### config.mk
export PLATFORM = sky130hd
export DESIGN_NAME = uart_rx_fifo
export DESIGN_NICKNAME = d
export VERILOG_FILES = /design/src/rtl/uart_pkg.sv /design/src/rtl/uart_fifo_ram.sv /design/src/rtl/uart_rx_fifo.sv
export SDC_FILE = /design/constraint.sdc
export NUM_CORES = 1
export LEC_CHECK = 0
export ABC_AREA = 1
export CAP_MARGIN = 20
export CORE_MARGIN = 1.5
export CORE_UTILIZATION = 59
export CTS_CLUSTER_SIZE = 14
export DETAILED_ROUTE_END_ITERATION = 8
export HOLD_SLACK_MARGIN = 0.06
export MAX_ROUTING_LAYER = met4
export PLACE_DENSITY = 0.79
export SYNTH_ARGS = -nofsm -noshare
export SYNTH_HDL_FRONTEND = slang
export SYNTH_SLANG_ARGS = --single-unit
export TNS_END_PERCENT = 1
### constraint.sdc
create_clock -name clk -period 2.76 [get_ports clk]
set_input_delay 0.276 -clock clk [delete_from_list [all_inputs] [get_ports clk]]
set_output_delay 0.276 -clock clk [all_outputs]
set_load 0.02 [all_outputs]
### src/rtl/uart_pkg.sv
// Shared UART definitions: status counter width and saturating increment helper.
package uart_pkg;

  localparam int STAT_W = 8;

  typedef logic [STAT_W-1:0] stat_t;

  function automatic stat_t sat_inc(input stat_t v);
    return (v == {STAT_W{1'b1}}) ? v : v + stat_t'(1);
  endfunction

endpackage

### src/rtl/uart_fifo_ram.sv
// Simple dual-port RAM: one write port, one registered read port.
// A same-address write is forwarded so a freshly written head is visible next cycle.
module uart_fifo_ram #(
  parameter int DW    = 8,
  parameter int DEPTH = 16,
  parameter int AW    = $clog2(DEPTH)
) (
  input  logic          clk,
  input  logic          rst,
  input  logic          we,
  input  logic [AW-1:0] waddr,
  input  logic [DW-1:0] wdata,
  input  logic [AW-1:0] raddr,
  output logic [DW-1:0] rdata
);

  logic [DW-1:0] mem [DEPTH];
  logic [DW-1:0] rdata_reg;

  always_ff @(posedge clk) begin
    if (we) begin
      mem[waddr] <= wdata;
    end
  end

  // Only the read register is reset; the array itself keeps its content.
  always_ff @(posedge clk or negedge rst) begin
    if (!rst) begin
      rdata_reg <= '0;
    end else if (we && (waddr == raddr)) begin
      rdata_reg <= wdata;
    end else begin
      rdata_reg <= mem[raddr];
    end
  end

  assign rdata = rdata_reg;

endmodule

### src/rtl/uart_rx_fifo.sv
// Receive FIFO behind a UART receiver: parity filtering, overflow drop,
// first-word-fall-through head and saturating error statistics.
module uart_rx_fifo
  import uart_pkg::*;
#(
  parameter int DATA_WIDTH      = 8,
  parameter int DEPTH           = 16,
  parameter int DROP_BAD_PARITY = 1
) (
  input  logic                       clk,
  input  logic                       rst,
  input  logic                       in_vld,
  input  logic [DATA_WIDTH-1:0]      in_data,
  input  logic                       in_pc_pass,
  output logic                       in_rdy,
  output logic                       m_vld,
  output logic [DATA_WIDTH-1:0]      m_data,
  input  logic                       m_rdy,
  input  logic                       flush,
  input  logic                       clr_stat,
  output logic [$clog2(DEPTH+1)-1:0] level,
  output logic                       full,
  output logic                       empty,
  output logic [STAT_W-1:0]          ovf_cnt,
  output logic [STAT_W-1:0]          perr_cnt
);

  localparam int AW = $clog2(DEPTH);
  localparam int LW = $clog2(DEPTH+1);

  if (DEPTH < 2 || (DEPTH & (DEPTH - 1)) != 0) begin : g_bad_depth
    $fatal(1, "uart_rx_fifo: DEPTH must be a power of two and at least 2");
  end
  if (DATA_WIDTH < 2 || DATA_WIDTH > 8) begin : g_bad_width
    $fatal(1, "uart_rx_fifo: DATA_WIDTH must be in 2..8");
  end

  logic [1:0]    sync_reg;
  logic [AW:0]   wr_ptr_reg, wr_ptr_next;
  logic [AW:0]   rd_ptr_reg, rd_ptr_next;
  logic [LW-1:0] level_reg, level_next;
  logic          m_vld_reg, full_reg, empty_reg;
  logic          full_next, empty_next;
  stat_t         ovf_reg, perr_reg;

  logic accept, parity_bad, storable, pop, wr_en, ovf_hit;

  // Reset asserts immediately but releases two clocks after rst rises.
  always_ff @(posedge clk or negedge rst) begin
    if (!rst) begin
      sync_reg <= '0;
    end else begin
      sync_reg <= {sync_reg[0], 1'b1};
    end
  end

  assign in_rdy = sync_reg[1];

  always_comb begin
    accept      = in_vld && in_rdy && !flush;
    parity_bad  = accept && !in_pc_pass;
    storable    = accept && (in_pc_pass || (DROP_BAD_PARITY == 0));
    pop         = m_vld_reg && m_rdy && !flush;
    wr_en       = storable && (!full_reg || pop);
    ovf_hit     = storable && full_reg && !pop;
    wr_ptr_next = wr_ptr_reg;
    rd_ptr_next = rd_ptr_reg;
    level_next  = level_reg;
    if (flush) begin
      wr_ptr_next = '0;
      rd_ptr_next = '0;
      level_next  = '0;
    end else begin
      wr_ptr_next = wr_ptr_reg + {{AW{1'b0}}, wr_en};
      rd_ptr_next = rd_ptr_reg + {{AW{1'b0}}, pop};
      level_next  = level_reg + {{(LW-1){1'b0}}, wr_en} - {{(LW-1){1'b0}}, pop};
    end
    // Extra pointer bit differs only when the write pointer has lapped the read pointer.
    empty_next = (wr_ptr_next == rd_ptr_next);
    full_next  = (wr_ptr_next[AW] != rd_ptr_next[AW]) &&
                 (wr_ptr_next[AW-1:0] == rd_ptr_next[AW-1:0]);
  end

  always_ff @(posedge clk or negedge rst) begin
    if (!rst) begin
      wr_ptr_reg <= '0;
      rd_ptr_reg <= '0;
      level_reg  <= '0;
      m_vld_reg  <= 1'b0;
      full_reg   <= 1'b0;
      empty_reg  <= 1'b1;
    end else begin
      wr_ptr_reg <= wr_ptr_next;
      rd_ptr_reg <= rd_ptr_next;
      level_reg  <= level_next;
      m_vld_reg  <= !empty_next;
      full_reg   <= full_next;
      empty_reg  <= empty_next;
    end
  end

  always_ff @(posedge clk or negedge rst) begin
    if (!rst) begin
      ovf_reg  <= '0;
      perr_reg <= '0;
    end else if (clr_stat) begin
      ovf_reg  <= '0;
      perr_reg <= '0;
    end else begin
      if (ovf_hit) begin
        ovf_reg <= sat_inc(ovf_reg);
      end
      if (parity_bad) begin
        perr_reg <= sat_inc(perr_reg);
      end
    end
  end

  // Read address follows the next head so the registered read lands with the pointer update.
  uart_fifo_ram #(
    .DW    (DATA_WIDTH),
    .DEPTH (DEPTH),
    .AW    (AW)
  ) u_ram (
    .clk   (clk),
    .rst   (rst),
    .we    (wr_en),
    .waddr (wr_ptr_reg[AW-1:0]),
    .wdata (in_data),
    .raddr (rd_ptr_next[AW-1:0]),
    .rdata (m_data)
  );

  assign m_vld    = m_vld_reg;
  assign level    = level_reg;
  assign full     = full_reg;
  assign empty    = empty_reg;
  assign ovf_cnt  = ovf_reg;
  assign perr_cnt = perr_reg;

endmodule

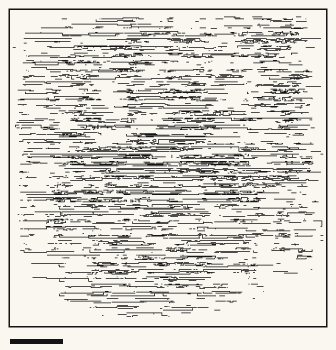
(run_1/m1.png)
Scale bar: 20 µm.
The wires run mostly horizontal. The layer carries 7,570 µm of wire. 810 nets have wire on it. The layer holds 40% of the routed length. The longest straight run is 33.1 µm.

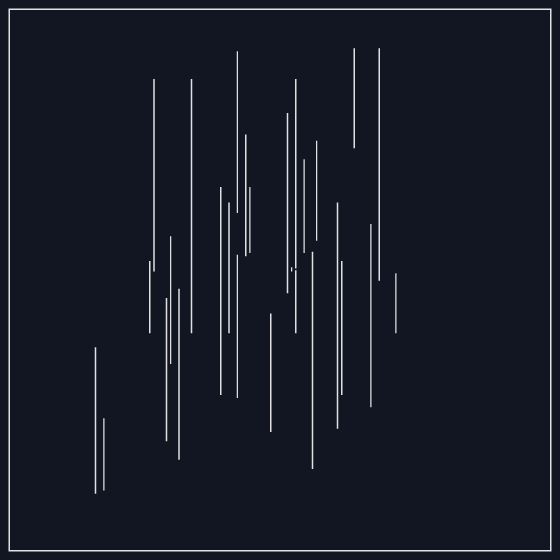
(run_1/m4.png)
The wires run mostly vertical. The layer holds 4.5% of the routed length. 19 nets have wire on it. The longest straight run is 55.8 µm. The layer carries 855 µm of wire.

==> out/metrics.cfg, run 1 <==
[status]
status=finished, final reports clean

[global_routing]
grt-busiest-layer=met2
grt_usage_pct=29.6
use_met2_pct=45.6
grt_pass1_wl_um=30500
grt_pass1_vias=5956
grt_max_degree=45
overflow=0

[finish]
clock_area_share_pct=6.85
final_cell_mix=nand3_1 (156), inv_1 (142), nand2_1 (128), edfxtp_1 (128), clkdlybuf4s50_1 (46)
seq_cells=172
final_core_util_pct=71.4
flop_area_um2=4950
layout.cells.most_common=nand3_1
fin_nets=892
area_share_nonclk_buffers_pct=8.23
clock_buffers=17
drive_gt1_share_pct=8.98
nMultiInputCombCells=447
dominant_cells=sequential cells
finalNonFillerCells=1056
regMostFlops=u_ram.mem
comb_area_um2=2290
antenna_cells=0
fillers=941
area.growth.synth_to_final_pct=18.6
n_all_inverters=146
nNonClkBuffers=83
sh_comb_area_pct=24.3

[sta]
setup_viol=0
skew_ns=0.00997
slew_headroom_pct=37.5
hold_viol=0
fmax_mhz=419
fin_hold_ws_ns=0.218
worst_slack_ns=0.375
rsz0062_at_grt=no
tightest_slew_ns=0.934
finalMaxSlewViolations=0
fin_crit_sh_pct=86.4

[setup_path]
cp-end-kind=register
cp_top_family=simple AND/OR/NAND/NOR gates
path_class=register to register
cp_slowest_stage_delay_ns=0.40
crit_arrival_ns=2.74
ff2ff_path_depth=17
critPathRequiredTime_ns=3.12
crit_chain=nand2_1 > nor2_2 > inv_1 > nand2_1 > nand2_1 > inv_1 > ha_1 > ha_1 > nand2_1 > inv_1 > nor3_1 > inv_1 > a21oi_1 > o21ai_0 > a21oi_1 > nand3_1 > nor2_1
worst-path-stages=17
crit_end=empty
start_kind=register
timing.rr.start=m_vld
setup.worst_path.start=m_vld
critPathSlowestCell=dfrtp_1

[yosys]
async_reset_ff_share_pct=25.6
synth_area_um2=7950
top_cell_area_share_pct=48.4
yosysTopAreaCell=edfxtp_1
synthCells=799
synth.distinct_cells=33
synth-edff-count=128
compound_area_share_pct=3.07
fp_nets=824
mux_area_share_pct=0
syn_avg_cell_area_um2=9.95
adder_share_pct=1.67
yosys_cells=799
ff_type=edfxtp_1
ys_sh_xor_pct=0.661
top_logic_kind=simple AND/OR/NAND/NOR gates
yosysMostFrequentCell=nand3_1
top_cells_by_count=nand3_1 (156), inv_1 (142), nand2_1 (129)
ys_area_um2=7950

[clock_tree]
post-cts-setup-buffers=0
clk_pin_slew_ns=0.06
cts_sinks=172
cts.path.max_buffers=2
cts_hold_buf=1
cts_tree=yes
clk_latency_ns=0.43
cts_resized=0
cts-root-buf=clkbuf_16
cts_max_level=4

[route]
met3WireLength_um=1530
wl_per_cell_um=18.1
first_pass_iters=5
drtIter0Drc=485
route.detailed.drc=0
via_per_inst=5.68
vias=5995
dr_wl_met2_um=9150
drtAntennaViolNets=0
wl_met1_um=7570

[power_and_ir_drop]
power_w=0.00584
ir_drop_mv=0.420
p_int_w=0.00457
p_per_area_nw_per_um2=619
comb_cell_power_w=0.000405
combPwrFrac_pct=6.9
pwr-share-clk_pct=44.4
sequentialPower_w=0.00284
p_clk_w=0.00259

[run]
maxCapViolations=0
tool_warnings=26

[die]
die.size.y_um=119
ios=48
fp_util_pct=60.3
tapCellCount=176
num_rows=42
fp.dieW_um=119

[placed_design]
io_buffers=47
hpwlAfterDp_um=12400
place_area_um2=8750
dp_slack_ns=0.0165
gp_congestion=0.923

[min_path]
min_path_type=input pin to asynchronous set/reset pin

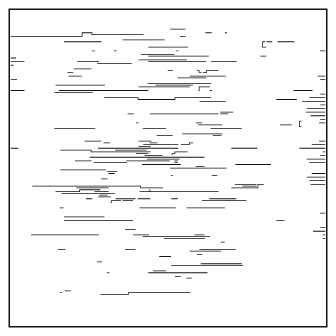
(run_1/m3.png)
The longest straight run is 43.0 µm. The wires run mostly horizontal. The layer carries 1,530 µm of wire. 107 nets have wire on it.
total wire length: 19,100 µm
met3 usage: 7.18%

==> run_1/congestion_map.png <==
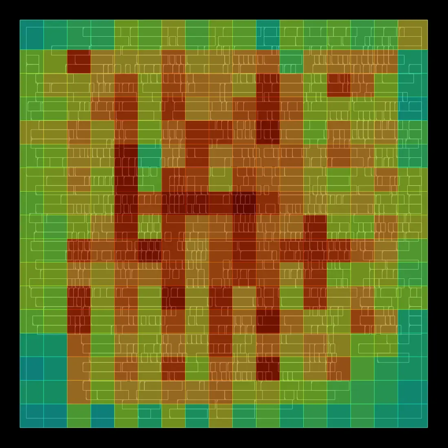

--- run 2 (diff from run 1) ---
- CORE_MARGIN: 1.5 -> unset
- PLACE_DENSITY: 0.79 -> 0.87
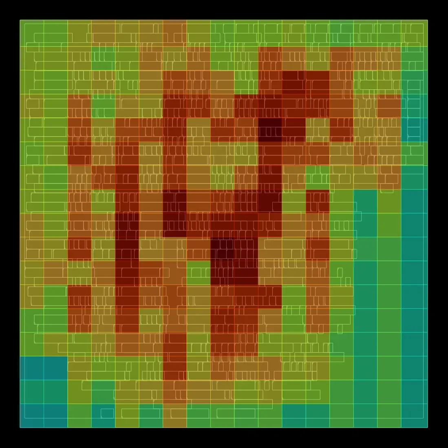
(run_2/congestion_map.png)
busiest grt layer: met2
total track usage: 29.2%
fin util: 70.7%
met3 usage: 4.84%
met2 Use GR: 45.9%

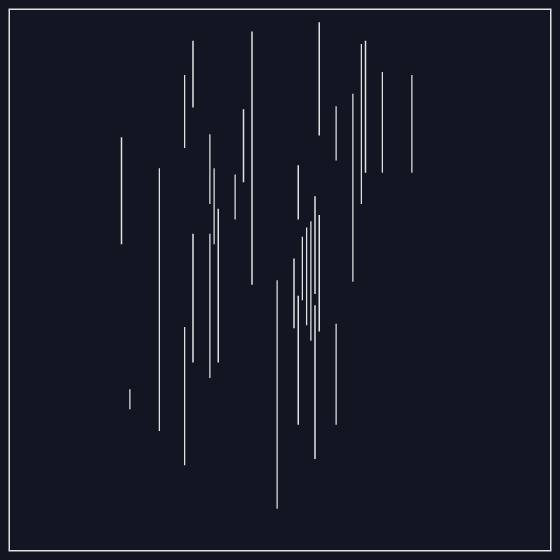
(run_2/m4.png)
28 nets have wire on it. The layer holds 4.3% of the routed length. The layer carries 797 µm of wire.
total wire length: 18,700 µm
routed vias: 5,991

==> out/metrics.cfg, run 2 <==
[setup_path]
path_class=register to register  ; unchanged
crit_buf_inv=3  ; was 4
ff2ff_path_depth=16  ; was 17
setup.worst_path.start=m_vld  ; unchanged
cp-end-kind=register  ; unchanged
crit_chain=nand2_1 > nor2_2 > inv_1 > nand2_1 > nand2_1 > inv_1 > ha_1 > ha_1 > nor2_1 > nor3_1 > inv_1 > a21oi_1 > o21ai_0 > a21oi_1 > nand3_1 > nor2_1  ; was nand2_1 > nor2_2 > inv_1 > nand2_1 > nand2_1 > inv_1 > ha_1 > ha_1 > nand2_1 > inv_1 > nor3_1 > inv_1 > a21oi_1 > o21ai_0 > a21oi_1 > nand3_1 > nor2_1
critPathSlowestCell=dfrtp_1  ; unchanged
cp_top_family=simple AND/OR/NAND/NOR gates  ; unchanged
cp_slowest_stage_delay_ns=0.40  ; about the same
critPathRequiredTime_ns=3.12  ; about the same
worst-path-stages=16  ; was 17
crit_arrival_ns=2.79  ; was 2.74 ns
timing.rr.start=m_vld  ; unchanged
crit_end=empty  ; unchanged

[yosys]
yosys_cells=799  ; unchanged
yosysTopAreaCell=edfxtp_1  ; unchanged
synth_area_um2=7950  ; unchanged
adder_share_pct=1.67  ; unchanged
top_cell_area_share_pct=48.4  ; unchanged
ys_sh_xor_pct=0.661  ; unchanged
top_logic_kind=simple AND/OR/NAND/NOR gates  ; unchanged
ys_area_um2=7950  ; unchanged
ff_type=edfxtp_1  ; unchanged
synthCells=799  ; unchanged
yosysMostFrequentCell=nand3_1  ; unchanged
synth-edff-count=128  ; unchanged
syn_avg_cell_area_um2=9.95  ; unchanged
async_reset_ff_share_pct=25.6  ; unchanged
compound_area_share_pct=3.07  ; unchanged
synth.distinct_cells=33  ; unchanged
ys.warnings.count=0  ; unchanged
top_cells_by_count=nand3_1 (156), inv_1 (142), nand2_1 (129)  ; unchanged
fp_nets=824  ; unchanged

[sta]
fin_hold_ws_ns=0.353  ; was 0.218 ns
slew_headroom_pct=36.1  ; was 37.5%
worst_slack_ns=0.334  ; was 0.375 ns
rsz0062_at_grt=no  ; unchanged
setup_viol=0  ; unchanged
skew_ns=0.00738  ; was 0.00997 ns
fmax_mhz=412  ; was 419 MHz
hold_viol=0  ; unchanged
finalMaxSlewViolations=0  ; unchanged
tightest_slew_ns=0.958  ; was 0.934 ns

[route]
drtAntennaViolNets=0  ; unchanged
met3WireLength_um=1630  ; was 1530 µm
first_pass_iters=6  ; was 5
route.detailed.drc=0  ; unchanged
wl_per_cell_um=17.8  ; was 18.1 µm
via_per_inst=5.69  ; was 5.68
wl_met1_um=7090  ; was 7570 µm
dr_wl_met2_um=9240  ; was 9150 µm
drtIter0Drc=769  ; was 485

[clock_tree]
cts_max_level=4  ; unchanged
cts_sinks=172  ; unchanged
cts-root-buf=clkbuf_16  ; unchanged
cts.path.max_buffers=2  ; unchanged
post-cts-setup-buffers=0  ; unchanged
cts_tree=yes  ; unchanged
cts_resized=0  ; unchanged
clk_latency_ns=0.42  ; was 0.43 ns
cts_hold_buf=1  ; unchanged
clk_pin_slew_ns=0.06  ; about the same

[global_routing]
grt_pass1_wl_um=29800  ; was 30,500 µm
overflow=0  ; unchanged
grt_pass1_vias=5804  ; was 5,956
grt_max_degree=68  ; was 45

[min_path]
min_path_type=register to register  ; was input pin to asynchronous set/reset pin
worstHoldEndpoint=sync_reg[1]

[finish]
clock_area_share_pct=6.18  ; was 6.85%
comb_area_um2=2290  ; unchanged
finalNonFillerCells=1052  ; was 1,056
clock_buffers=17  ; unchanged
flop_area_um2=4950  ; unchanged
nNonClkBuffers=81  ; was 83
regMostFlops=u_ram.mem  ; unchanged
nMultiInputCombCells=447  ; unchanged
drive_gt1_share_pct=8.33  ; was 8.98%
final_cell_mix=nand3_1 (156), inv_1 (142), nand2_1 (128), edfxtp_1 (128), clkdlybuf4s50_1 (46)  ; unchanged
area_share_nonclk_buffers_pct=8.02  ; was 8.23%
antenna_cells=0  ; unchanged
sh_comb_area_pct=24.5  ; was 24.3%
n_all_inverters=146  ; unchanged
area.growth.synth_to_final_pct=17.3  ; was 18.6%
layout.cells.most_common=nand3_1  ; unchanged
fillers=887  ; was 941
dominant_cells=sequential cells  ; unchanged

[placed_design]
hpwlAfterDp_um=11800  ; was 12,400 µm
io_buffers=47  ; unchanged
dp_slack_ns=0.0157  ; was 0.0165 ns
place_area_um2=8740  ; was 8750 µm²
gp_congestion=0.939  ; was 0.923

[die]
fp.dieW_um=118  ; was 119 µm
ios=48  ; unchanged
fp_util_pct=60.3  ; unchanged
die.size.y_um=118  ; was 119 µm
num_rows=42  ; unchanged
tapCellCount=176  ; unchanged

[power_and_ir_drop]
sequentialPower_w=0.00284  ; about the same
combPwrFrac_pct=7.4  ; was 6.9%
pwr-share-clk_pct=42.1  ; was 44.4%
ir_drop_mv=0.479  ; was 0.420 mV
comb_cell_power_w=0.000414  ; was 0.000405 W
p_per_area_nw_per_um2=603  ; was 619 nW/µm²
power_w=0.00562  ; was 0.00584 W
p_int_w=0.00436  ; was 0.00457 W
p_clk_w=0.00237  ; was 0.00259 W

[run]
maxCapViolations=0  ; unchanged
tool_warnings=26  ; unchanged

[status]
status=finished, final reports clean  ; unchanged

==> run_2/m3.png <==
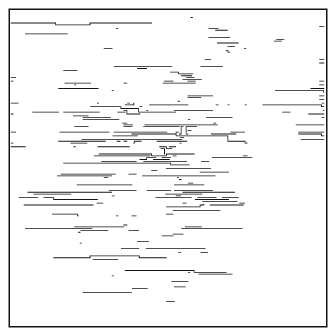

--- run 3 (diff from run 2) ---
- CORE_UTILIZATION: 59 -> 63
- DONT_BUFFER_PORTS: unset -> 1
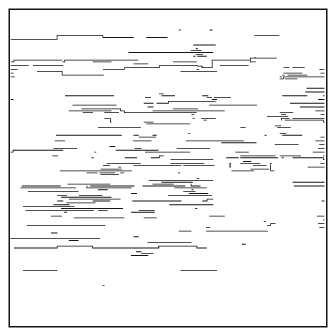
(run_3/m3.png)
The layer holds 9.5% of the routed length. The wires run mostly horizontal. The layer carries 1,790 µm of wire. 134 nets have wire on it. The longest straight run is 32.2 µm.

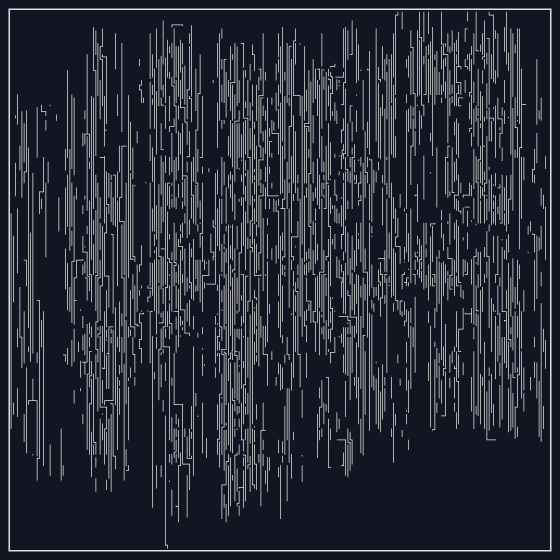
(run_3/m2.png)
691 nets have wire on it. The wires run mostly vertical. The longest straight run is 45.6 µm.
routed vias: 5,946
total wire length: 18,800 µm
met2 Use GR: 50.3%

==> out/metrics.cfg, run 3 <==
[yosys]
top_logic_kind=simple AND/OR/NAND/NOR gates  ; unchanged
ys_area_um2=7950  ; unchanged
synth.distinct_cells=33  ; unchanged
synthCells=799  ; unchanged
ys.warnings.count=0  ; unchanged
async_reset_ff_share_pct=25.6  ; unchanged
top_cell_area_share_pct=48.4  ; unchanged
compound_area_share_pct=3.07  ; unchanged

[sta]
setup_viol=0  ; unchanged
fin_hold_ws_ns=0.113  ; was 0.353 ns
skew_ns=0.00860  ; was 0.00738 ns
fin_crit_sh_pct=89.8  ; was 87.9%
tightest_slew_ns=0.869  ; was 0.958 ns
rsz0062_at_grt=no  ; unchanged
fmax_mhz=403  ; was 412 MHz

[setup_path]
setup.worst_path.start=m_vld  ; unchanged
timing.rr.start=m_vld  ; unchanged
crit_arrival_ns=2.84  ; was 2.79 ns
crit_chain=nand2_2 > nor2_4 > inv_1 > nand2_1 > nand2_1 > inv_1 > ha_1 > ha_1 > nand2_1 > inv_1 > nor3_2 > inv_1 > a21oi_1 > o21ai_0 > a21oi_1 > nand3_1 > nor2_1  ; was nand2_1 > nor2_2 > inv_1 > nand2_1 > nand2_1 > inv_1 > ha_1 > ha_1 > nor2_1 > nor3_1 > inv_1 > a21oi_1 > o21ai_0 > a21oi_1 > nand3_1 > nor2_1
worst-path-stages=17  ; was 16
crit_buf_inv=4  ; was 3
cp-end-kind=register  ; unchanged
cp_slowest_stage_delay_ns=0.47  ; was 0.40 ns
critPathRequiredTime_ns=3.12  ; about the same
crit_end=full  ; was empty
cp_top_family=simple AND/OR/NAND/NOR gates  ; unchanged

[route]
wl_met1_um=7270  ; was 7090 µm
via_per_inst=5.92  ; was 5.69
drtAntennaViolNets=0  ; unchanged
route.detailed.drc=0  ; unchanged
met3WireLength_um=1790  ; was 1630 µm
first_pass_iters=6  ; unchanged
drtIter0Drc=813  ; was 769

[global_routing]
grt_usage_pct=32.0  ; was 29.2%
grt_pass1_wl_um=30100  ; was 29,800 µm
grt-busiest-layer=met2  ; unchanged

[placed_design]
dp_slack_ns=0.169  ; was 0.0157 ns
place_area_um2=8210  ; was 8740 µm²
hpwlAfterDp_um=11600  ; was 11,800 µm

[power_and_ir_drop]
pwr-share-clk_pct=41.9  ; was 42.1%
ir_drop_mv=0.631  ; was 0.479 mV
p_per_area_nw_per_um2=613  ; was 603 nW/µm²
combPwrFrac_pct=5.4  ; was 7.4%
power_w=0.00546  ; was 0.00562 W

[finish]
sh_comb_area_pct=25.8  ; was 24.5%
n_all_inverters=146  ; unchanged
comb_area_um2=2300  ; was 2290 µm²
clock_area_share_pct=6.25  ; was 6.18%
clock_buffers=19  ; was 17
seq_cells=172  ; unchanged
nNonClkBuffers=39  ; was 81
fillers=797  ; was 887
area_share_nonclk_buffers_pct=3.88  ; was 8.02%

[die]
tapCellCount=168  ; was 176
ios=48  ; unchanged
die.size.y_um=114  ; was 118 µm

[status]
status=finished, final reports clean  ; unchanged

[clock_tree]
post-cts-setup-buffers=0  ; unchanged
cts_sinks=172  ; unchanged
cts_max_level=4  ; unchanged

[min_path]
min_path_type=input pin to register  ; was register to register
worstHoldEndpoint=level[2]  ; was sync_reg[1]

Power and IR drop assume default switching activity.
